**M2 wires**

Bar = 20 um. Cells faint in the background.
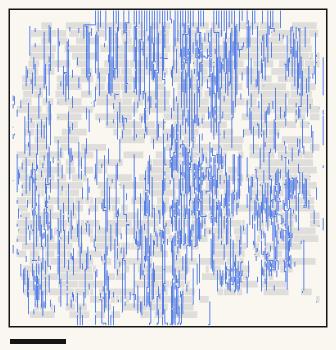
**Metal 4**

Bar = 20 um.
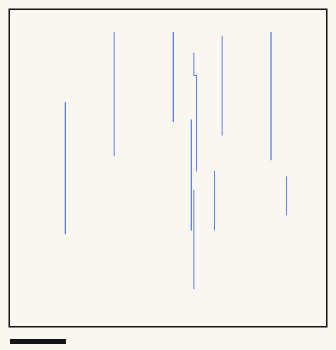
**The metal 1 layer**

Bar = 20 um. Cells faint in the background.
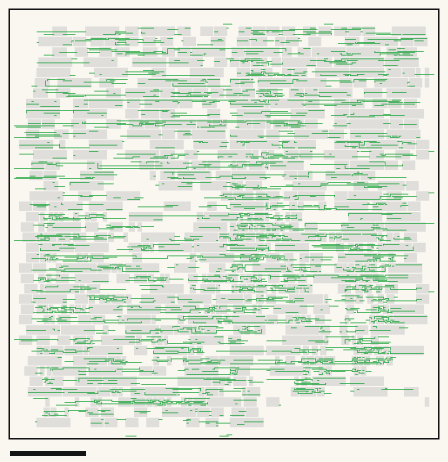
==> config.mk <==
export PLATFORM = sky130hd
export DESIGN_NAME = rlbp_wb_host
export DESIGN_NICKNAME = d
export VERILOG_FILES = /design/src/rtl/rlbp_wb_host.sv
export SDC_FILE = /design/constraint.sdc
export NUM_CORES = 1
export LEC_CHECK = 0
export CAP_MARGIN = 20
export CORE_MARGIN = 2
export CORE_UTILIZATION = 50
export CTS_CLUSTER_SIZE = 14
export DETAILED_ROUTE_END_ITERATION = 10
export PLACE_DENSITY = 0.75
export SYNTH_ARGS = -nofsm -noshare
export SYNTH_HDL_FRONTEND = slang
export SYNTH_SLANG_ARGS = --single-unit
==> constraint.sdc <==
create_clock -name wb_clk_i -period 2.3 [get_ports wb_clk_i]
set_input_delay 0.46 -clock wb_clk_i [delete_from_list [all_inputs] [get_ports wb_clk_i]]
set_output_delay 0.46 -clock wb_clk_i [all_outputs]
set_load 0.05 [all_outputs]
==> results.txt <==
run metrics: Worst EP arrival=2.49 ns, Post-DRT Antenna Nets=0, Worst-path clk slew=0.05 ns, Lkg Pwr=3.71 nW, IO Count=128, Post-synth EDFFs=0, met2 routed WL=6.88 mm, Top FF cell, synth=dfrtp_1, initial antenna violation count=0, DRT iter0 DRCs=393, Die Height=113 um, post-synth area from yosys stat=5950 um2, failing checks=design-rule violations, negative hold slack, Top Metal Used=met4, Crit Path Max Fanout=4, wire length of the first global-routing pass=22.8 mm, Cell Type Count=52, core area=11500 um2, Seq/Total Area, Yosys=56.4%, Setup Buffers After CTS=0, Slew @ Worst Pin=0.557 ns, RSZ-0062 raised after global routing=no, Worst R2R Setup Slack=0.11 ns, layout cells sized above 1=21.1%, HP Class=in -> async, total CTS buffers=17, Inst Count DP=785, Place WS=-0.170 ns, startpoint class of the critical path=flop, worst IR drop on VDD=523 uV, GRT Resource Usage Total=22.9%, Max Slew Vio Count=0, NumNets Final=711, Root Buffer=clkbuf_16, FA/HA/MAJ Cells, Area Fraction=1.05%, CTS Hold Buffers Added=0, vias per cell=5.47, period utilization=95.2%, Final Setup Violations=0, skew final=0.00816 ns, Worst Path Buf+Inv=1, total iterations of the first detailed-routing run=8, slowest stage cell, crit path=or4b_1, run status=finished, violations left, Synthesis Warnings=0, Max transition margin=62.7%, crit path time final=2.19 ns, FP Rows=39, PnR Total Power=5.27 mW, I/O Buffers=123, Die Size=12800 um2, Worst path depth=7, Ant. Diodes=0, RePlAce Congestion=0.820, largest net degree at the start of global routing=57, crit path kind=reg -> reg, final hold vios=9, fraction of registers with async set/reset=100%, Die Wd=113 um, M1 wire length=5.82 mm, hold slack=-0.0204 ns, yosys cell count=517, Max Root-Sink Buffers=2, htree depth=4, sinks on the clock net=134, Peak Freq=456 MHz, wire per inst=16.8 um, vias in the first global route=4464, PD cells=647 nW/um2, total gr overflow=0, XOR/XNOR Area Share=0.442%, Basic Gates by Area=10.7%, Worst-Skew Late Latency=0.42 ns, Cell Area, Synth=5950 um2, final non-filler cell total=817, setup ws final=0.109 ns, Residual DRC=4, post-CTS sizing=0, Crit path max-delay family=simple AND/OR/NAND/NOR gates, Mean Syn Cell Area=11.5 um2, aoi share=9.47%, Multiplexer share=18.0%, area delta synth->final=37.1%, FF-to-FF path depth=7, count of state elements after synthesis=134
Notes on 'M2 wires' above:
main direction: vertical
share of all routed wire: 50%
Post-Route WL: 13.7 mm
GRT met2 Usage: 36.6%

Notes on 'metal 4' above:
nets with wire on the layer: 7
main direction: vertical
wire length on this layer: 357 um
longest straight run: 46.9 um
share of all routed wire: 2.6%
Vias: 4470

Notes on 'the metal 1 layer' above:
nets with wire on the layer: 631
longest straight run: 43.2 um
wire length on this layer: 5820 um
met1 usage: 29.4%

synth_stat cells, types with 2 or more instances:
cell type    n  area [um2]
a21oi_1     11        55.1
a31oi_1      8        50.1
and2_1       2        12.5
and3_1       3        18.8
and3b_1      2        17.5
buf_1        2        7.51
buf_2        4        20.0
buf_4        9        67.6
clkbuf_1    16        60.1
dfrtp_1    134        3350
ha_1         5        62.6
inv_1       16        60.1
mux2_2      66         743
mux2i_1     33         330
nand2_1     55         206
nand2b_1     4        25.0
nand3_1     18        90.1
nand4_1     10        62.6
nor2_1      14        52.6
nor3_1       6        30.0
nor3_2       2        20.0
o21ai_0     63         315
o21bai_1     2        15.0
or2_2        2        12.5
or3_1        2        12.5
xor2_1       2        17.5
layout by cell type (no fill, tap or decap), types with 3 or more instances in the layout:
cell type and n:
nand2_1 54, mux2i_1 33, ha_1 5, buf_4 24, clkbuf_16 17, o21ai_0 63, nor3_1 3, nand4_1 10
dfrtp_1 134, conb_1 4, clkinv_2 5, inv_1 16, clkdlybuf4s50_1 122, buf_12 7, nor3_2 5, clkbuf_1 3
mux2_2 66, a31oi_1 8, nand2b_1 4, clkbuf_8 3, a21oi_1 10, and3_1 3, bufinv_16 3, nand3_1 18
nor2_1 14
cell families after synthesis:
kind of cell,after synthesis
flip-flops,134
XOR/XNOR,3
other,1
AND-OR/OR-AND,98
adder cells (fa/ha/maj),5
AND/OR/NAND/NOR,129
buffers and inverters,48
multiplexers,99
final cells by class:
class | count | area (um2)
clock buffer | 23 | 478
clock inverter | 9 | 124
fill | 816 | 3360
inverter | 16 | 60.1
multi-input combinational | 338 | 2410
sequential | 134 | 3350
tap | 143 | 179
timing repair buffer | 154 | 1550
routing by layer:
metal | global-route usage, % | up-vias
li1 | - | 2120
met1 | 29.4 | 2184
met2 | 36.6 | 140
met3 | 6.53 | 26
met4 | 9.43 | 0
met5 | 0 | -
power breakdown:
group	total (mW)	switching (mW)	internal [mW]	leakage, nW
Clock	2.74	0.961	1.78	0.301
Combinational	0.173	0.0876	0.0850	1.61
Sequential	2.36	0.000000000158	2.36	1.81
Total	5.27	1.05	4.23	3.71
per-stage QoR:
step	instance area (um2)	TNS, ns	hold slack [ns]	utilization [%]
floorplan	5960	0	0.164	-
global placement	7550	-1.05	0.444	65.6
detailed placement	7550	-2.10	0.448	65.6
CTS	8160	0	0.00423	70.8
global route	8160	0	0.0152	70.8
finish	8160	0	-0.0204	70.8
Power and IR drop assume default switching activity.
